--- config.mk ---
export PLATFORM = sky130hd
export DESIGN_NAME = alu_op_sequencer_flat
export DESIGN_NICKNAME = d
export VERILOG_FILES = /design/src/rtl/alu_op_sequencer_if.sv /design/src/rtl/alu_op_sequencer.sv /design/src/flat_wrapper.sv
export SDC_FILE = /design/constraint.sdc
export NUM_CORES = 1
export LEC_CHECK = 0
export CAP_MARGIN = 20
export CELL_PAD_IN_SITES_DETAIL_PLACEMENT = 0
export CELL_PAD_IN_SITES_GLOBAL_PLACEMENT = 1
export CORE_UTILIZATION = 40
export DETAILED_ROUTE_END_ITERATION = 12
export PLACE_DENSITY_LB_ADDON = 0.1
export SLEW_MARGIN = 20
export SYNTH_ARGS = -nofsm -noshare
export SYNTH_HDL_FRONTEND = slang
export SYNTH_SLANG_ARGS = --single-unit
--- constraint.sdc ---
create_clock -name clk -period 2.1 [get_ports clk]
set_input_delay 0.21 -clock clk [delete_from_list [all_inputs] [get_ports clk]]
set_output_delay 0.21 -clock clk [all_outputs]
set_load 0.03 [all_outputs]
--- src/rtl/alu_op_sequencer_if.sv ---
// alu_op_sequencer_if: command, ALU-drive and response bundle of the sequencer.
// Signals: cmd_valid/ready/op/a/b, alu_a/b/sel/result, rsp_valid/ready/result/op,
//   op_count; rsp_div0 only when ALU_SEQ_DIV0_FLAG_EN is defined.
// master = sequencer side, slave = control/IO + ALU side.
interface alu_op_sequencer_if #(
    parameter int DW = 3,
    parameter int RW = 6
);
    logic          cmd_valid;
    logic          cmd_ready;
    logic [1:0]    cmd_op;
    logic [DW-1:0] cmd_a;
    logic [DW-1:0] cmd_b;
    logic [DW-1:0] alu_a;
    logic [DW-1:0] alu_b;
    logic [1:0]    alu_sel;
    logic [RW-1:0] alu_result;
    logic          rsp_valid;
    logic          rsp_ready;
    logic [RW-1:0] rsp_result;
    logic [1:0]    rsp_op;
    logic [7:0]    op_count;
`ifdef ALU_SEQ_DIV0_FLAG_EN
    logic          rsp_div0;
`endif

    modport master (
`ifdef ALU_SEQ_DIV0_FLAG_EN
        output rsp_div0,
`endif
        input  cmd_valid,
        output cmd_ready,
        input  cmd_op,
        input  cmd_a,
        input  cmd_b,
        output alu_a,
        output alu_b,
        output alu_sel,
        input  alu_result,
        output rsp_valid,
        input  rsp_ready,
        output rsp_result,
        output rsp_op,
        output op_count
    );

    modport slave (
`ifdef ALU_SEQ_DIV0_FLAG_EN
        input  rsp_div0,
`endif
        output cmd_valid,
        input  cmd_ready,
        output cmd_op,
        output cmd_a,
        output cmd_b,
        input  alu_a,
        input  alu_b,
        input  alu_sel,
        output alu_result,
        input  rsp_valid,
        output rsp_ready,
        input  rsp_result,
        input  rsp_op,
        input  op_count
    );
endinterface

--- src/rtl/alu_op_sequencer.sv ---
// alu_op_sequencer: FIFO-buffered issuer of (op, A, B) commands to the ALU,
// capturing each result after one settle cycle onto a valid/ready response.
// Ports: clk, rst_n (async, active low), bus (alu_op_sequencer_if.master).
// Option: define ALU_SEQ_DIV0_FLAG_EN to add the rsp_div0 response flag.
module alu_op_sequencer #(
    parameter int DW         = 3,
    parameter int RW         = 6,
    parameter int FIFO_DEPTH = 4
) (
    input  logic               clk,
    input  logic               rst_n,
    alu_op_sequencer_if.master bus
);
    localparam int AW = (FIFO_DEPTH > 1) ? $clog2(FIFO_DEPTH) : 1;
    localparam int EW = 2 + 2 * DW;
    localparam logic [AW:0] CNT_FULL = (AW + 1)'(FIFO_DEPTH);
    localparam logic [AW:0] CNT_ONE  = (AW + 1)'(1);
    localparam logic [AW-1:0] PTR_ONE = AW'(1);

    localparam logic [1:0] S_IDLE  = 2'd0;
    localparam logic [1:0] S_ISSUE = 2'd1;
    localparam logic [1:0] S_HOLD  = 2'd2;

    logic [EW-1:0] r_mem [FIFO_DEPTH];
    logic [AW-1:0] r_wptr;
    logic [AW-1:0] r_rptr;
    logic [AW:0]   r_count;
    logic [1:0]    r_state;
    logic [DW-1:0] r_alu_a;
    logic [DW-1:0] r_alu_b;
    logic [1:0]    r_alu_sel;
    logic          r_rsp_valid;
    logic [RW-1:0] r_rsp_result;
    logic [1:0]    r_rsp_op;
    logic [7:0]    r_op_count;
`ifdef ALU_SEQ_DIV0_FLAG_EN
    logic          r_rsp_div0;
`endif

    logic          w_full;
    logic          w_empty;
    logic          w_push;
    logic          w_pop;
    logic [EW-1:0] w_head;

    // Ready comes from registered occupancy only; a pop in the
    // same cycle does not open a slot early.
    assign w_full  = (r_count == CNT_FULL);
    assign w_empty = (r_count == '0);
    assign w_push  = bus.cmd_valid & ~w_full;
    assign w_pop   = (r_state == S_IDLE) & ~w_empty;
    assign w_head  = r_mem[r_rptr];

    always_ff @(posedge clk) begin
        if (w_push) begin
            r_mem[r_wptr] <= {bus.cmd_op, bus.cmd_a, bus.cmd_b};
        end
    end

    always_ff @(posedge clk or negedge rst_n) begin
        if (!rst_n) begin
            r_wptr  <= '0;
            r_rptr  <= '0;
            r_count <= '0;
        end else begin
            if (w_push) begin
                r_wptr <= r_wptr + PTR_ONE;
            end
            if (w_pop) begin
                r_rptr <= r_rptr + PTR_ONE;
            end
            unique case ({w_push, w_pop})
                2'b10:   r_count <= r_count + CNT_ONE;
                2'b01:   r_count <= r_count - CNT_ONE;
                default: r_count <= r_count;
            endcase
        end
    end

    always_ff @(posedge clk or negedge rst_n) begin
        if (!rst_n) begin
            r_state      <= S_IDLE;
            r_alu_a      <= '0;
            r_alu_b      <= '0;
            r_alu_sel    <= '0;
            r_rsp_valid  <= 1'b0;
            r_rsp_result <= '0;
            r_rsp_op     <= '0;
            r_op_count   <= '0;
`ifdef ALU_SEQ_DIV0_FLAG_EN
            r_rsp_div0   <= 1'b0;
`endif
        end else begin
            unique case (r_state)
                S_IDLE: begin
                    if (w_pop) begin
                        {r_alu_sel, r_alu_a, r_alu_b} <= w_head;
                        r_state <= S_ISSUE;
                    end
                end
                S_ISSUE: begin
                    // ALU inputs have been stable for a full cycle here.
                    r_rsp_result <= bus.alu_result;
                    r_rsp_op     <= r_alu_sel;
                    r_rsp_valid  <= 1'b1;
`ifdef ALU_SEQ_DIV0_FLAG_EN
                    r_rsp_div0   <= (r_alu_sel == 2'b11) && (r_alu_b == '0);
`endif
                    r_state      <= S_HOLD;
                end
                S_HOLD: begin
                    if (bus.rsp_ready) begin
                        r_rsp_valid <= 1'b0;
`ifdef ALU_SEQ_DIV0_FLAG_EN
                        r_rsp_div0  <= 1'b0;
`endif
                        r_op_count  <= r_op_count + 8'd1;
                        r_state     <= S_IDLE;
                    end
                end
                default: r_state <= S_IDLE;
            endcase
        end
    end

    assign bus.cmd_ready  = ~w_full;
    assign bus.alu_a      = r_alu_a;
    assign bus.alu_b      = r_alu_b;
    assign bus.alu_sel    = r_alu_sel;
    assign bus.rsp_valid  = r_rsp_valid;
    assign bus.rsp_result = r_rsp_result;
    assign bus.rsp_op     = r_rsp_op;
    assign bus.op_count   = r_op_count;
`ifdef ALU_SEQ_DIV0_FLAG_EN
    assign bus.rsp_div0   = r_rsp_div0;
`endif
endmodule

--- src/flat_wrapper.sv ---
// flat-port wrapper written by rule: the top's interface ports become plain ports
module alu_op_sequencer_flat 
#(
    parameter int DW         = 3,
    parameter int RW         = 6,
    parameter int FIFO_DEPTH = 4
)
  (clk, rst_n, bus_cmd_valid, bus_cmd_ready, bus_cmd_op, bus_cmd_a, bus_cmd_b, bus_alu_a, bus_alu_b, bus_alu_sel, bus_alu_result, bus_rsp_valid, bus_rsp_ready, bus_rsp_result, bus_rsp_op, bus_op_count);
  alu_op_sequencer_if #(.DW(DW), .RW(RW)) bus_i ();
  input  logic clk;
  input  logic rst_n;
  input wire logic [$bits(bus_i.cmd_valid)-1:0] bus_cmd_valid;
  output wire logic [$bits(bus_i.cmd_ready)-1:0] bus_cmd_ready;
  input wire logic [$bits(bus_i.cmd_op)-1:0] bus_cmd_op;
  input wire logic [$bits(bus_i.cmd_a)-1:0] bus_cmd_a;
  input wire logic [$bits(bus_i.cmd_b)-1:0] bus_cmd_b;
  output wire logic [$bits(bus_i.alu_a)-1:0] bus_alu_a;
  output wire logic [$bits(bus_i.alu_b)-1:0] bus_alu_b;
  output wire logic [$bits(bus_i.alu_sel)-1:0] bus_alu_sel;
  input wire logic [$bits(bus_i.alu_result)-1:0] bus_alu_result;
  output wire logic [$bits(bus_i.rsp_valid)-1:0] bus_rsp_valid;
  input wire logic [$bits(bus_i.rsp_ready)-1:0] bus_rsp_ready;
  output wire logic [$bits(bus_i.rsp_result)-1:0] bus_rsp_result;
  output wire logic [$bits(bus_i.rsp_op)-1:0] bus_rsp_op;
  output wire logic [$bits(bus_i.op_count)-1:0] bus_op_count;
  assign bus_i.cmd_valid = bus_cmd_valid;
  assign bus_cmd_ready = bus_i.cmd_ready;
  assign bus_i.cmd_op = bus_cmd_op;
  assign bus_i.cmd_a = bus_cmd_a;
  assign bus_i.cmd_b = bus_cmd_b;
  assign bus_alu_a = bus_i.alu_a;
  assign bus_alu_b = bus_i.alu_b;
  assign bus_alu_sel = bus_i.alu_sel;
  assign bus_i.alu_result = bus_alu_result;
  assign bus_rsp_valid = bus_i.rsp_valid;
  assign bus_i.rsp_ready = bus_rsp_ready;
  assign bus_rsp_result = bus_i.rsp_result;
  assign bus_rsp_op = bus_i.rsp_op;
  assign bus_op_count = bus_i.op_count;
  alu_op_sequencer #(.DW(DW), .RW(RW), .FIFO_DEPTH(FIFO_DEPTH)) u_core (.clk(clk), .rst_n(rst_n), .bus(bus_i));
endmodule
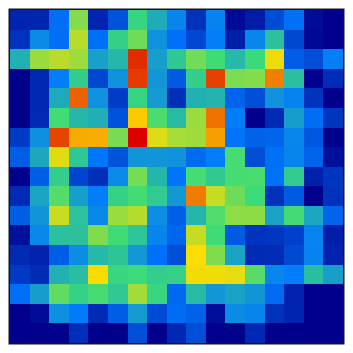
Fig. 1. Wiring heat map (run 1).
Drawn at 4 px/um. 17 x 17 tiles, from dark blue (low) to red (high), scaled to the fullest tile. Values are wire area over tile area, all layers added.
mean over tiles	0.10
tiles over half the peak	22%
fullest tile	0.33
emptiest ninth of the die	south-east

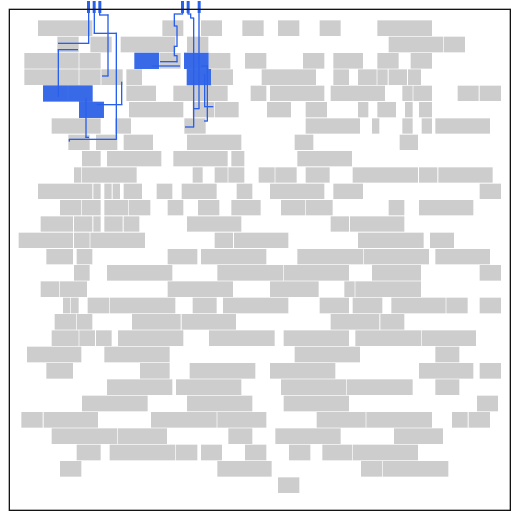
Fig. 2. Port wiring (run 1).
Drawn at 6 px/um.
colour	port	bits	direction	edge	end cells	buffers	wire
blue	bus_alu_result	6	input	north	6	6	157 um

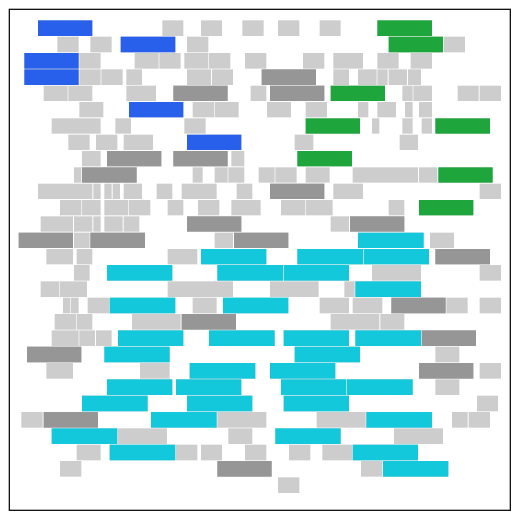
Fig. 3. Register map, names as in the netlist (run 1).
Drawn at 6 px/um. Other sequential cells in the stronger grey, the rest of the logic in the fainter grey.
colour	name in the netlist	sequential cells
green	u_core.bus.op_count	8
blue	u_core.bus.rsp_result	6
cyan	u_core.r_mem	32
not coloured	20

==> summary.rpt, run 1 <==
IMPLEMENTATION SUMMARY REPORT
----------------------------------------------------
[Synthesis]
  Mapped Cells ........................ 148
  Number of cells in Yosys stat ........................ 148
  Post-synthesis cell type count ........................ 33
  Mean post-synth cell area ........................ 17.85 um2
  Top cells by area ........................ sky130_fd_sc_hd__edfxtp_1, sky130_fd_sc_hd__dfrtp_1, sky130_fd_sc_hd__mux2_2
  Dominant comb cell ........................ multiplexers
  Post-Synth Simple-Gate Area ........................ 6.727%
  Leading post-synthesis cells by instance count ........................ sky130_fd_sc_hd__dfrtp_1, sky130_fd_sc_hd__edfxtp_1, sky130_fd_sc_hd__mux2_2
  Top_reg_cell synth ........................ sky130_fd_sc_hd__dfrtp_1
  Netlist area before placement ........................ 2641 um2
  Synth Seq Share ........................ 68.59%
  Top cell type's share of synthesized area ........................ 36.38%
  Post-synth area from yosys stat ........................ 2641 um2
  Xor and xnor fraction of the mapped netlist area ........................ 4.311%
  Number of nets produced by synthesis ........................ 173
  Number of flops mapped to enable cells by yosys ........................ 32
  Syn. warnings ........................ 0
  Dominant cell type by area after synthesis ........................ sky130_fd_sc_hd__edfxtp_1
  Synth top cell by count ........................ sky130_fd_sc_hd__dfrtp_1
  FFs w/ async S/R, synth ........................ 51.52%
  Number of flip-flops and latches in the synthesized netlist ........................ 66
  Aoi/oai-family share of the synthesized area ........................ 0.2842%
  Share of synthesized cell area in full adder, half adder and majority cells ........................ 3.600%

[Route]
  Violation tally from detailed-route iteration zero ........................ 83
  Drt first pass iters ........................ 4
  Amount of wire on met2 after detailed routing ........................ 2295 um
  Vias ........................ 1428
  Vias per inst ........................ 4.924
  Routed wire length ........................ 4682 um
  Mean routed wirelength per cell ........................ 16.14 um
  Antenna viol nets, final ........................ 0
  # DRC ........................ 0
  Highest layer used for signal routing ........................ met4
  Routed met3 length ........................ 136 um

[Cells and area]
  Net total in the final layout ........................ 233
  Largest register by flop count ........................ u_core.r_mem
  Most common logic cell in the routed design ........................ sky130_fd_sc_hd__clkdlybuf4s50_1
  Design area ........................ 3461 um2
  Syn-to-layout area delta ........................ 31.03%
  Fill cell total of the finished layout ........................ 524
  Number of flip-flops in the largest register ........................ 32
  Post-Layout Cell Count ........................ 290

[Global routing]
  Busiest layer in global routing ........................ met2
  Met1 Track Usage GR ........................ 19.65%
  Largest net degree at the start of global routing ........................ 35
  Routing usage on met2 ........................ 24.59%
  Total congestion overflow ........................ 0
  First-pass GRT wire length ........................ 8004 um
  Vias in the first global route ........................ 1592
  Global-route usage over all layers ........................ 15.43%
  Global Route met3 Usage ........................ 3.380%

[Die]
  FP Rows ........................ 29
  Die span in x ........................ 83.26 um
  Io pins ........................ 44
  Initial Util ........................ 41.60%
  Chip Area ........................ 6932 um2
  Floorplan die height ........................ 83.26 um
  Core Box Area ........................ 6350 um2

[Worst setup path]
  Register-to-register setup slack ........................ 90 ps
  Levels on crit path ........................ 9
  Arrival time worst endpoint ........................ 2270 ps
  CP peak stage delay ........................ 410 ps
  Setup CP Type ........................ register to register
  Path depth of the worst reg2reg path ........................ 9
  Slowest stage cell, crit path ........................ sky130_fd_sc_hd__or3b_4
  End point of the critical path ........................ u_core.r_count[2]$_DFFE_PN0P_
  End of the worst register-to-register path ........................ u_core.r_count[2]$_DFFE_PN0P_
  Kind of cell with the highest combined delay on the critical path ........................ simple AND/OR/NAND/NOR gates
  Worst setup EP type ........................ register
  Type of origin of the critical path ........................ register
  Buffers and inverters on the worst path ........................ 2
  Worst Path Required ........................ 2360 ps
  Crit-path max FO ........................ 3
  Reg-to-reg startpoint ........................ u_core.r_count[1]$_DFFE_PN0P_
  Ordered list of cells on the worst path ........................ or3b_4, and2_4, inv_2, ha_4, inv_2, fa_2, xor2_1, nor2_1, xor2_1

[Outcome]
  Run status ........................ complete, no violations

[Clock tree]
  Clock transition time at the flip-flop clock pins of the worst setup and hold paths ........................ 70 ps
  Maximum clock path buffer count ........................ 2
  Total clock buffers created by CTS ........................ 9
  # resized after CTS ........................ 0
  Clock tree from TritonCTS ........................ done
  Number of sinks handled by clock tree synthesis ........................ 66
  CTS H-tree lvls ........................ 3
  Cell chosen for the clock root ........................ sky130_fd_sc_hd__clkbuf_8

[Power]
  P_leak ........................ 1.358 nW
  Max power group ........................ combinational cells
  Power per Cell Area ........................ 1613 nW/um2
  Clk network pwr share ........................ 21.4%
  Power consumed by the clock network ........................ 1.20 mW
  Comb group ........................ 2.29 mW
  Net switching power ........................ 1.895 mW
  Seq pwr share ........................ 37.6%
  Total internal power ........................ 3.689 mW
  Part of the power in combinational logic ........................ 41.0%
  Worst supply voltage drop on vdd ........................ 0.0008649 V
  Net switching fraction of the power ........................ 33.93%
  Power Sequential ........................ 2.10 mW

[STA]
  Max-slew violation total from the final report ........................ 0
  Worst-margin pin slew ........................ 471.1 ps
  Fin crit period ........................ 2010 ps
  Number of failing hold endpoints at the final stage ........................ 0
  Final cycle utilization of the critical path ........................ 95.73%
  Final setup viols ........................ 0
  Peak Freq ........................ 497.4 MHz
  Layout Skew ........................ 7.540 ps
  Setup repair after global routing missed its margin ........................ true
  Worst slew margin ........................ 68.60%
  WHS ........................ 291.9 ps

[Min path]
  Type of the worst min-delay path ........................ input pin to async pin

[Placed design]
  Count of buffers inserted at the top-level ports ........................ 43
  Placed cell area ........................ 3204 um2
  Final HPWL DP ........................ 3177 um
  GPL Wtd Cong ........................ 0.6812
  # placed instances ........................ 270

[Job]
  Number of max-capacitance violations reported ........................ 0
  Number of warnings in the stage logs ........................ 30

----------------------------------------------------
## run 1: area by class of cell
type	count	area (um2)	area share [%]
timing repair buffer	52	498.0	14.39
inverter	6	22.52	0.6508
clock inverter	6	88.84	2.567
tap	77	96.34	2.784
sequential	66	1812	52.35
multi-input combinational	73	805.8	23.28
clock buffer	10	137.6	3.977
## run 1: metrics by stage
step	setup TNS [ps]	util [%]	worst slack [ps]	power, mW
after CTS	0	54.03	17.64	5.637
after global placement	0	50.46	103.7	4.332
after detailed placement	0	50.46	38.32	4.418
after global routing	-27.90	54.50	-27.90	5.919
after floorplan	0	-	24.23	3.586
final	0	54.50	89.62	5.584
## run 1: timing repair
action                     in CTS  in global routing
buffers inserted                0                  4
setup endpoints to repair       0                  1
hold buffers                    0                  0
==> run 2: changes to the inputs <==
--- a/config.mk
+++ b/config.mk
@@ -10,6 +10,7 @@
 export CELL_PAD_IN_SITES_GLOBAL_PLACEMENT = 1
 export CORE_UTILIZATION = 40
 export DETAILED_ROUTE_END_ITERATION = 12
+export GPL_ROUTABILITY_DRIVEN = 0
 export PLACE_DENSITY_LB_ADDON = 0.1
 export SLEW_MARGIN = 20
 export SYNTH_ARGS = -nofsm -noshare
==> summary.rpt, run 2 <==
IMPLEMENTATION SUMMARY REPORT
----------------------------------------------------
[Worst setup path]
  Register-to-register setup slack ........................ 90 ps (about the same)
  Worst setup EP type ........................ register
  End of the worst register-to-register path ........................ u_core.r_count[2]$_DFFE_PN0P_
  Reg-to-reg startpoint ........................ u_core.r_count[1]$_DFFE_PN0P_
  Setup CP Type ........................ register to register
  Buffers and inverters on the worst path ........................ 2 (unchanged)
  Arrival time worst endpoint ........................ 2270 ps (about the same)
  Type of origin of the critical path ........................ register
  Worst Path Required ........................ 2360 ps (about the same)
  Path depth of the worst reg2reg path ........................ 9 (unchanged)
  Crit-path max FO ........................ 3 (unchanged)
  Slowest stage cell, crit path ........................ sky130_fd_sc_hd__or3b_4

[Cells and area]
  Final clock-cell share ........................ 6.544% (unchanged)
  Non-clock buffer contribution to total cell area ........................ 14.39% (unchanged)
  Number of non-clock inverters in the layout ........................ 6 (unchanged)
  Largest register by flop count ........................ u_core.r_mem
  Number of combinational gates with multiple inputs ........................ 73 (unchanged)
  Largest cell class ........................ flip-flops and latches
  Net total in the final layout ........................ 233 (unchanged)
  Clock buf count ........................ 10 (unchanged)

[Power]
  Worst supply voltage drop on vdd ........................ 0.0008649 V (unchanged)
  P_leak ........................ 1.358 nW (unchanged)
  Sum of internal, switching and leakage power ........................ 5.584 mW (unchanged)

[Synthesis]
  Post-synthesis cell type count ........................ 33 (unchanged)
  Number of flops mapped to enable cells by yosys ........................ 32 (unchanged)
  Post-synth area from yosys stat ........................ 2641 um2 (unchanged)
  Syn. warnings ........................ 0 (unchanged)
  Leading post-synthesis cells by instance count ........................ sky130_fd_sc_hd__dfrtp_1, sky130_fd_sc_hd__edfxtp_1, sky130_fd_sc_hd__mux2_2
  Xor and xnor fraction of the mapped netlist area ........................ 4.311% (unchanged)
  Synth Seq Share ........................ 68.59% (unchanged)
  Top cells by area ........................ sky130_fd_sc_hd__edfxtp_1, sky130_fd_sc_hd__dfrtp_1, sky130_fd_sc_hd__mux2_2

[Die]
  Floorplan die height ........................ 83.26 um (unchanged)
  Initial Util ........................ 41.60% (unchanged)
  Core Box Area ........................ 6350 um2 (unchanged)
  Chip Area ........................ 6932 um2 (unchanged)
  Tap Count ........................ 77 (unchanged)
  Io pins ........................ 44 (unchanged)
  Die span in x ........................ 83.26 um (unchanged)

[Clock tree]
  # resized after CTS ........................ 0 (unchanged)
  Clock transition time at the flip-flop clock pins of the worst setup and hold paths ........................ 70 ps (about the same)
  Cell chosen for the clock root ........................ sky130_fd_sc_hd__clkbuf_8
  Number of sinks handled by clock tree synthesis ........................ 66 (unchanged)
  CTS H-tree lvls ........................ 3 (unchanged)
  Clock tree from TritonCTS ........................ done
  Maximum clock path buffer count ........................ 2 (unchanged)

[Route]
  # DRC ........................ 0 (unchanged)
  Vias ........................ 1428 (unchanged)
  Antenna viol nets, final ........................ 0 (unchanged)
  Drt first pass iters ........................ 4 (unchanged)
  Violation tally from detailed-route iteration zero ........................ 83 (unchanged)
  Mean routed wirelength per cell ........................ 16.14 um (unchanged)
  Routed wire length ........................ 4682 um (unchanged)

[Placed design]
  Count of buffers inserted at the top-level ports ........................ 43 (unchanged)

[Job]
  Number of warnings in the stage logs ........................ 30 (unchanged)

[Global routing]
  Total congestion overflow ........................ 0 (unchanged)
  Largest net degree at the start of global routing ........................ 35 (unchanged)

[Outcome]
  Run status ........................ complete, no violations

[STA]
  Number of failing hold endpoints at the final stage ........................ 0 (unchanged)
  Max-slew violation total from the final report ........................ 0 (unchanged)
  Worst slew margin ........................ 68.60% (unchanged)
  Final setup viols ........................ 0 (unchanged)
  Setup repair after global routing missed its margin ........................ true
  Peak Freq ........................ 497.4 MHz (unchanged)

----------------------------------------------------
-- run 2: layer usage --
layer	vias up	wire length, um	global-route usage, %
met1	724	2171	19.65
met2	29	2295	24.59
met3	10	136	3.380
met4	0	78	8.464
li1	665	-	-
met5	-	0	0
-- run 2: stage by stage --
step	instance area [um2]	instances	hold slack [ps]	setup slack (ps)	setup TNS, ps
after floorplan	2656	148	-85.59	24.23	0
after global routing	3461	290	336.5	-27.90	-27.90
final	3461	290	291.9	89.62	0
after global placement	3204	270	455.9	103.7	0
after detailed placement	3204	270	464.8	38.32	0
after CTS	3431	286	301.0	17.64	0
-- run 2: report_power, final --
group	leakage (nW)	internal [mW]	switching, mW
clock network	0.109	0.703	0.493
registers	0.701	1.81	0.291
logic	0.548	1.18	1.11
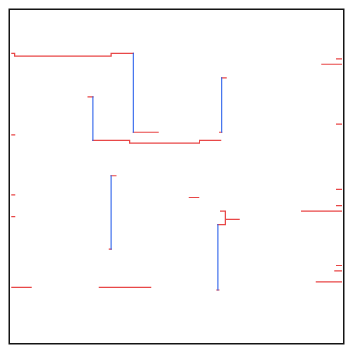
Fig. 4. Routed metal, one colour a layer (run 2).
Drawn at 4 px/um. Only two layers are drawn.
colour	layer	wire length
blue	metal 4	78.9 um
red	metal 3	136 um

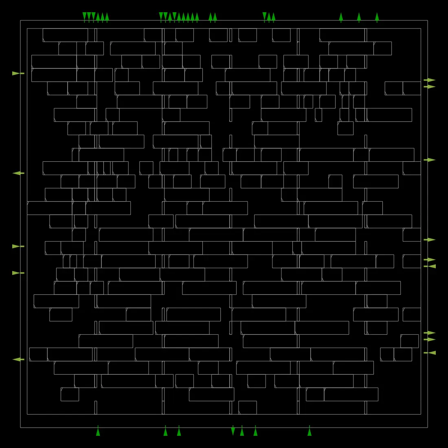
Fig. 5. Cell placement (run 2).
total number of sequential cells: 66
fraction of the core area covered by cells at the end of the flow: 54.50%
fill cell total of the finished layout: 524
Post-Layout Cell Count: 290
flip-flop and latch share of the layout cell area: 52.35%

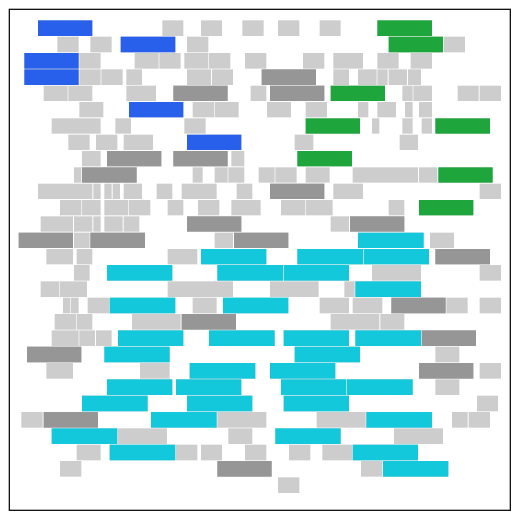
Fig. 6. Register map, names as in the netlist (run 2).
Drawn at 6 px/um. Other sequential cells in the stronger grey, the rest of the logic in the fainter grey.
colour	name in the netlist	sequential cells
green	u_core.bus.op_count	8
cyan	u_core.r_mem	32
blue	u_core.bus.rsp_result	6
not coloured	20

No activity file was given, so power comes from the tool's default toggle rates.
